$ cat src/rtl/data_mem_arbiter.sv
// Arbitrates the single-port data RAM between the CPU load/store path and the host/debug port.
// Optional grant/conflict counters are enabled with `define ARB_PERF_CNT_EN.
module data_mem_arbiter #(
    parameter int unsigned ADDR_W     = 6,
    parameter int unsigned DATA_W     = 32,
    parameter int unsigned STARVE_MAX = 8
) (
    input  logic              i_clk,
    input  logic              i_rst,
    input  logic              i_cpu_req,
    input  logic              i_cpu_we,
    input  logic [ADDR_W-1:0] i_cpu_addr,
    input  logic [DATA_W-1:0] i_cpu_wdata,
    output logic [DATA_W-1:0] o_cpu_rdata,
    output logic              o_cpu_ack,
    output logic              o_cpu_stall,
    input  logic              i_host_req,
    input  logic              i_host_we,
    input  logic [ADDR_W-1:0] i_host_addr,
    input  logic [DATA_W-1:0] i_host_wdata,
    output logic [DATA_W-1:0] o_host_rdata,
    output logic              o_host_ack,
    output logic              o_mem_we,
    output logic [ADDR_W-1:0] o_mem_addr,
    output logic [DATA_W-1:0] o_mem_wdata,
`ifdef ARB_PERF_CNT_EN
    output logic [15:0]       o_cpu_grant_cnt,
    output logic [15:0]       o_host_grant_cnt,
    output logic [15:0]       o_conflict_cnt,
`endif
    input  logic [DATA_W-1:0] i_mem_rdata
);

    localparam int unsigned WAIT_W = 8;

    typedef enum logic [1:0] {
        S_IDLE  = 2'd0,
        S_ISSUE = 2'd1,
        S_RESP  = 2'd2
    } state_t;

    state_t              r_state;
    state_t              w_next_state;
    logic                w_grant_cpu;
    logic                w_grant_host;
    logic                w_host_busy;
    logic                r_owner_host;
    logic                r_we;
    logic [ADDR_W-1:0]   r_addr;
    logic [DATA_W-1:0]   r_wdata;
    logic [DATA_W-1:0]   r_cpu_rdata;
    logic [DATA_W-1:0]   r_host_rdata;
    logic                r_cpu_ack;
    logic                r_host_ack;
    logic [WAIT_W-1:0]   r_host_wait;

    // Next state and arbitration; grants exist only in IDLE
    always_comb begin
        w_next_state = r_state;
        w_grant_cpu  = 1'b0;
        w_grant_host = 1'b0;
        case (r_state)
            S_IDLE: begin
                if (i_cpu_req && i_host_req) begin
                    if (r_host_wait >= WAIT_W'(STARVE_MAX)) w_grant_host = 1'b1;
                    else                                    w_grant_cpu  = 1'b1;
                end else if (i_cpu_req) begin
                    w_grant_cpu = 1'b1;
                end else if (i_host_req) begin
                    w_grant_host = 1'b1;
                end
                if (i_cpu_req || i_host_req) w_next_state = S_ISSUE;
            end
            S_ISSUE: w_next_state = S_RESP;
            S_RESP:  w_next_state = S_IDLE;
            default: w_next_state = S_IDLE;
        endcase
    end

    always_ff @(posedge i_clk) begin
        if (i_rst) r_state <= S_IDLE;
        else       r_state <= w_next_state;
    end

    // Host cycles spent on its own in-flight access are not counted as waiting
    assign w_host_busy = w_grant_host || ((r_state != S_IDLE) && r_owner_host);

    always_ff @(posedge i_clk) begin
        if (i_rst) begin
            r_owner_host <= 1'b0;
            r_we         <= 1'b0;
            r_addr       <= '0;
            r_wdata      <= '0;
            r_cpu_rdata  <= '0;
            r_host_rdata <= '0;
            r_cpu_ack    <= 1'b0;
            r_host_ack   <= 1'b0;
            r_host_wait  <= '0;
        end else begin
            r_cpu_ack  <= 1'b0;
            r_host_ack <= 1'b0;
            if (w_grant_cpu || w_grant_host) begin
                r_owner_host <= w_grant_host;
                r_we         <= w_grant_host ? i_host_we    : i_cpu_we;
                r_addr       <= w_grant_host ? i_host_addr  : i_cpu_addr;
                r_wdata      <= w_grant_host ? i_host_wdata : i_cpu_wdata;
            end
            // Ack is raised so it is visible during RESP
            if (r_state == S_ISSUE) begin
                if (r_owner_host) r_host_ack <= 1'b1;
                else              r_cpu_ack  <= 1'b1;
            end
            if ((r_state == S_RESP) && !r_we) begin
                if (r_owner_host) r_host_rdata <= i_mem_rdata;
                else              r_cpu_rdata  <= i_mem_rdata;
            end
            if (!i_host_req || w_host_busy)
                r_host_wait <= '0;
            else if (r_host_wait < WAIT_W'(STARVE_MAX))
                r_host_wait <= r_host_wait + WAIT_W'(1);
        end
    end

`ifdef ARB_PERF_CNT_EN
    logic [15:0] r_cpu_grant_cnt;
    logic [15:0] r_host_grant_cnt;
    logic [15:0] r_conflict_cnt;

    // Saturating performance counters
    always_ff @(posedge i_clk) begin
        if (i_rst) begin
            r_cpu_grant_cnt  <= '0;
            r_host_grant_cnt <= '0;
            r_conflict_cnt   <= '0;
        end else begin
            if (w_grant_cpu && (r_cpu_grant_cnt != 16'hFFFF))
                r_cpu_grant_cnt <= r_cpu_grant_cnt + 16'd1;
            if (w_grant_host && (r_host_grant_cnt != 16'hFFFF))
                r_host_grant_cnt <= r_host_grant_cnt + 16'd1;
            if ((r_state == S_IDLE) && i_cpu_req && i_host_req && (r_conflict_cnt != 16'hFFFF))
                r_conflict_cnt <= r_conflict_cnt + 16'd1;
        end
    end

    assign o_cpu_grant_cnt  = r_cpu_grant_cnt;
    assign o_host_grant_cnt = r_host_grant_cnt;
    assign o_conflict_cnt   = r_conflict_cnt;
`endif

    // Write strobe is gated by reset so an abandoned ISSUE cannot write
    assign o_mem_we     = (r_state == S_ISSUE) && r_we && !i_rst;
    assign o_mem_addr   = r_addr;
    assign o_mem_wdata  = r_wdata;
    assign o_cpu_rdata  = r_cpu_rdata;
    assign o_host_rdata = r_host_rdata;
    assign o_cpu_ack    = r_cpu_ack;
    assign o_host_ack   = r_host_ack;
    assign o_cpu_stall  = i_cpu_req && !r_cpu_ack;

endmodule

$ cat config.mk
export PLATFORM = sky130hd
export DESIGN_NAME = data_mem_arbiter
export DESIGN_NICKNAME = d
export VERILOG_FILES = /design/src/rtl/data_mem_arbiter.sv
export SDC_FILE = /design/constraint.sdc
export NUM_CORES = 1
export LEC_CHECK = 0
export CORE_ASPECT_RATIO = 1.2
export CORE_MARGIN = 10
export CORE_UTILIZATION = 42
export DETAILED_ROUTE_END_ITERATION = 10
export GPL_TIMING_DRIVEN = 0
export PLACE_DENSITY = 0.88
export SYNTH_ARGS = -nofsm -noshare
export SYNTH_HDL_FRONTEND = slang
export SYNTH_SLANG_ARGS = --single-unit
export TNS_END_PERCENT = 20
$ cat constraint.sdc
create_clock -name i_clk -period 2 [get_ports i_clk]
set_clock_uncertainty 0.05 [all_clocks]
set_input_delay 0.3 -clock i_clk [delete_from_list [all_inputs] [get_ports i_clk]]
set_output_delay 0.3 -clock i_clk [all_outputs]
set_load 0.005 [all_outputs]
==> summary.txt <==
The flow run is done. In the detailed route, the total length drawn on met3 is approximately 2200 µm. The worst pin sits at a relative slew slack of about 53%. Setup repair after global routing left no endpoint under its margin. Post-route setup TNS landed at 0 ps. Per the OpenROAD floorplan log, the width of the die is between 100 and 150 µm. Maximum VDD drop landed at 0.000580 V. After clock tree synthesis, the clock-pin slew on the worst setup and hold paths is roughly 60 ps.

Number of nets at floorplan landed at ~670. The required time at the worst endpoint is listed as between 2000 and 2500 ps. The final timing report lists a hold violation count of 0. Global routing consumed, on the met1 layer, 21.6% of the routing resources. The average instance in the mapped netlist occupies between 8 and 9 µm². The worst setup path is of the primary input to flip-flop kind. Wire length of the first global-routing pass landed at around 27000 µm. The signal on the critical path passes through clkdlybuf4s50_1, or3b_4, o21ba_4, buf_12, buf_12, a21oi_2, a211oi_2. Highest cell delay on the worst timing path landed at about 550 ps. The floorplan report gives the top-level pin count as ~220. The placed instances occupy a cell area of 7200 µm². Looking at the clock tree report, the maximum root-to-sink buffer count equals 2.

From bottom edge to top edge, the die measures about 140 µm. The run finished with clean final reports. The placement report lists the number of port buffers as 218. STA classifies the critical path endpoint as a flip-flop. TritonCTS built the clock tree.

Part of the Yosys area used for sequential elements landed at 48.1%. Global routing consumed, on the met3 layer, a little under an eighth of the routing resources. On the critical path, the stage with the largest delay is an instance of clkdlybuf4s50_1. Ranked by total area, the top cell class in this layout is buffers. Worst hold margin landed at ~370 ps. Antenna diode count landed at 0. After synthesis the netlist holds a flip-flop and latch count of ~120. Total congestion overflow after global routing landed at 0. Number of max-slew violations in the final report landed at 0.

The chip occupies approximately 16000 µm². Number of standard cells in the final layout excluding fillers landed at around 950. The worst setup path is launched from a primary input. Number of unique standard cell types used by synthesis landed at 36. Global routing used between 30% and 40% of the available met2 tracks. Source-to-sink clock delay at the later pin of the worst-skew pair landed at roughly 400 ps. OpenROAD warning count landed at 28. Yosys printed 0 warnings. Entering global routing, the biggest net connects 17 pins. Met2 routed wirelength landed at approximately 8200 µm. Clock tree cell share of total cell area landed at under 10%. The clock H-tree reported by CTS has 4 levels. The via count of the first global-routing pass was 5226. After synthesis, the design contains between 500 and 600 cells according to Yosys. According to the Yosys statistics, the synthesized design has a chip area of approximately 4800 µm². In the per-layer breakdown of the detailed-route log, met1 shows around 6600 µm. Clock tree buffer count of the final layout landed at 17. The arrival time of data at the worst endpoint is listed as between 2000 and 2500 ps. Between the synthesized netlist and the finished layout, the area growth was recorded as 61.3%. Measured on the final layout, buffering overhead outside the clock network stands at about a third. Cell count after placement landed at between 900 and 1000.

The design has about 120 sequential cells. The script parses the final routing iteration and logs DRC violations as 0. Post-synthesis instance area landed at about 4800 µm². The run reported a max-capacitance violation count of 0.

Number of multi-input logic gates landed at about 390. Dividing the detail-routed via count by the number of cells gives approximately 5.1. The first routing iteration left around 200 violations. Number of vias after detailed routing landed at a little under 5000. The finished design was reported to have a net count of between 900 and 1000. Once the floorplan was initialized, standard cells occupied between 40% and 50% of the core. The worst hold path belongs to the class primary input to flip-flop. Post-layout period usage of the worst path landed at 94.3%. Routability-driven placement finished with a final weighted congestion of 0.829. The share of synthesized area in the top cell type comes to 48.1%. TritonCTS sink count landed at about 120. Per the post-synthesis report, the number of cells in the design is approximately 550.
synth_stat cells, drive strengths merged:
| cell | n |
|---|---|
| a211oi | 39 |
| a21oi | 107 |
| a41oi | 1 |
| and2 | 6 |
| and3 | 1 |
| and3b | 1 |
| buf | 13 |
| clkbuf | 29 |
| dfxtp | 116 |
| ha | 2 |
| inv | 2 |
| nand2 | 167 |
| nand2b | 1 |
| nand3 | 4 |
| nand3b | 2 |
| nor2 | 45 |
| nor2b | 2 |
| nor3 | 1 |
| nor3b | 1 |
| nor4b | 1 |
| o211ai | 2 |
| o21a | 1 |
| o21ai | 2 |
| o21ba | 1 |
| o21bai | 1 |
| or2 | 1 |
| or3b | 1 |
| or4 | 1 |
repair_timing:
| item | 4_1_cts | 5_1_grt |
|---|---|---|
| hold buffers | 0 | 0 |
| endpoints found under the setup margin | 1 | 2 |
| gates resized | 4 | 1 |
| buffers inserted | 0 | 0 |
worst paths after layout:
kind / start / to / slack, ps / cells after the start
max: i_host_req / o_mem_wdata[26]$_SDFFE_PP0P_ / 110 / 7
min: i_cpu_req / r_host_wait[0]$_SDFFE_PP0N_ / 370 / 3
max reg2reg: r_state[1]$_SDFFE_PP0P_ / o_cpu_rdata[31]$_SDFFE_PP0P_ / 130 / 4
min reg2reg: o_cpu_rdata[5]$_SDFFE_PP0P_ / o_cpu_rdata[5]$_SDFFE_PP0P_ / 400 / 2
worst reg2reg max path, stage by stage, from the launching register on:
cell	delay, ps
dfxtp_1	490
nor4b_2	540
clkbuf_1	430
nand2_1	120
a21oi_1	160
cell usage in the layout (no fill, tap or decap), types with 2 or more instances in the layout:
cell type | netlist | final
nand2_1 | 167 | 167
nand3b_1 | 2 | 2
nand3_1 | 4 | 4
inv_6 | 0 | 5
a211oi_2 | 38 | 38
buf_12 | 5 | 5
clkbuf_1 | 28 | 27
buf_2 | 4 | 4
a21oi_1 | 69 | 69
dfxtp_1 | 116 | 115
nor2b_1 | 2 | 2
ha_1 | 2 | 2
buf_4 | 3 | 3
a21oi_2 | 38 | 38
inv_1 | 2 | 2
clkinvlp_4 | 0 | 3
clkdlybuf4s50_1 | 0 | 216
and2_1 | 6 | 6
clkbuf_16 | 0 | 17
clkinv_4 | 0 | 4
o211ai_1 | 2 | 2
nor2_1 | 44 | 44
kinds of logic after synthesis:
group	after synthesis	synth area share, %
AOI/OAI and AO/OA	154	25.6
adders and majority gates	2	0.519
buffers and inverters	44	5.68
DFF	116	48.1
and+or+nand+nor	235	20.0
flip-flops by register name (all words and copies together), names as in the netlist:
register	count
o_cpu_rdata	32
o_mem_addr	6
o_host_rdata	32
r_we	1
r_host_wait	8
r_state	2
o_cpu_ack	1
o_host_ack	1
r_owner_host	1
o_mem_wdata	32
power breakdown:
part / internal, mW / total, mW / switching, mW
clock network: 1.74 / 2.90 / 1.16
registers: 2.44 / 2.51 / 0.0755
logic: 0.621 / 1.14 / 0.517
metrics by stage:
stage	power [mW]	util (%)
2_1_floorplan	3.08	-
3_3_place_gp	3.66	64.6
3_5_place_dp	3.70	64.6
4_1_cts	6.61	69.9
5_1_grt	6.80	69.9
6_report	6.55	69.9
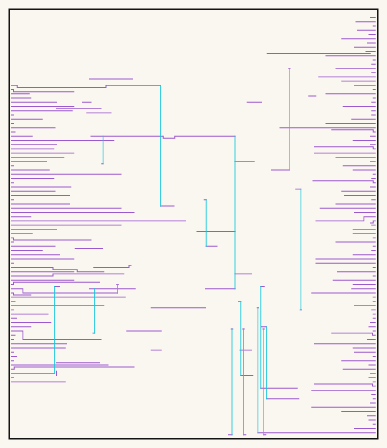
Fig. 1. Metal layers overlaid.
Only two layers are drawn.
legend:
  M3:
    color: purple
    wire_length: 2190 µm
  M4:
    color: cyan
    wire_length: 450 µm
routed wire length: 17500 µm
per-cell routed wire length: 18.3 µm

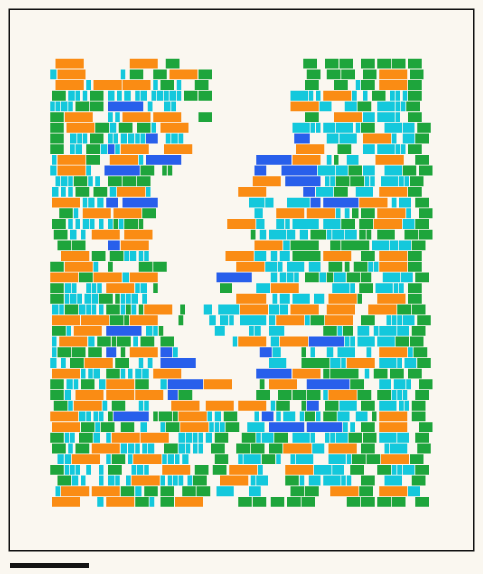
Fig. 2. Cells colored by class.
Bar = 20 µm.
legend:
  clock drivers and dummy loads:
    color: blue
    cells: 32
  registers:
    color: orange
    cells: 116
  remaining logic cells:
    color: cyan
    cells: 393
  remaining buffers and delay cells:
    color: green
    cells: 259
fraction of standard cell area that is sequential: 29.9%
Core Box Area: 11100 µm²
utilization of the core after routing: 69.9%
cell area after layout: 7780 µm²
standard-cell row count: 42

Power and IR drop assume default switching activity.
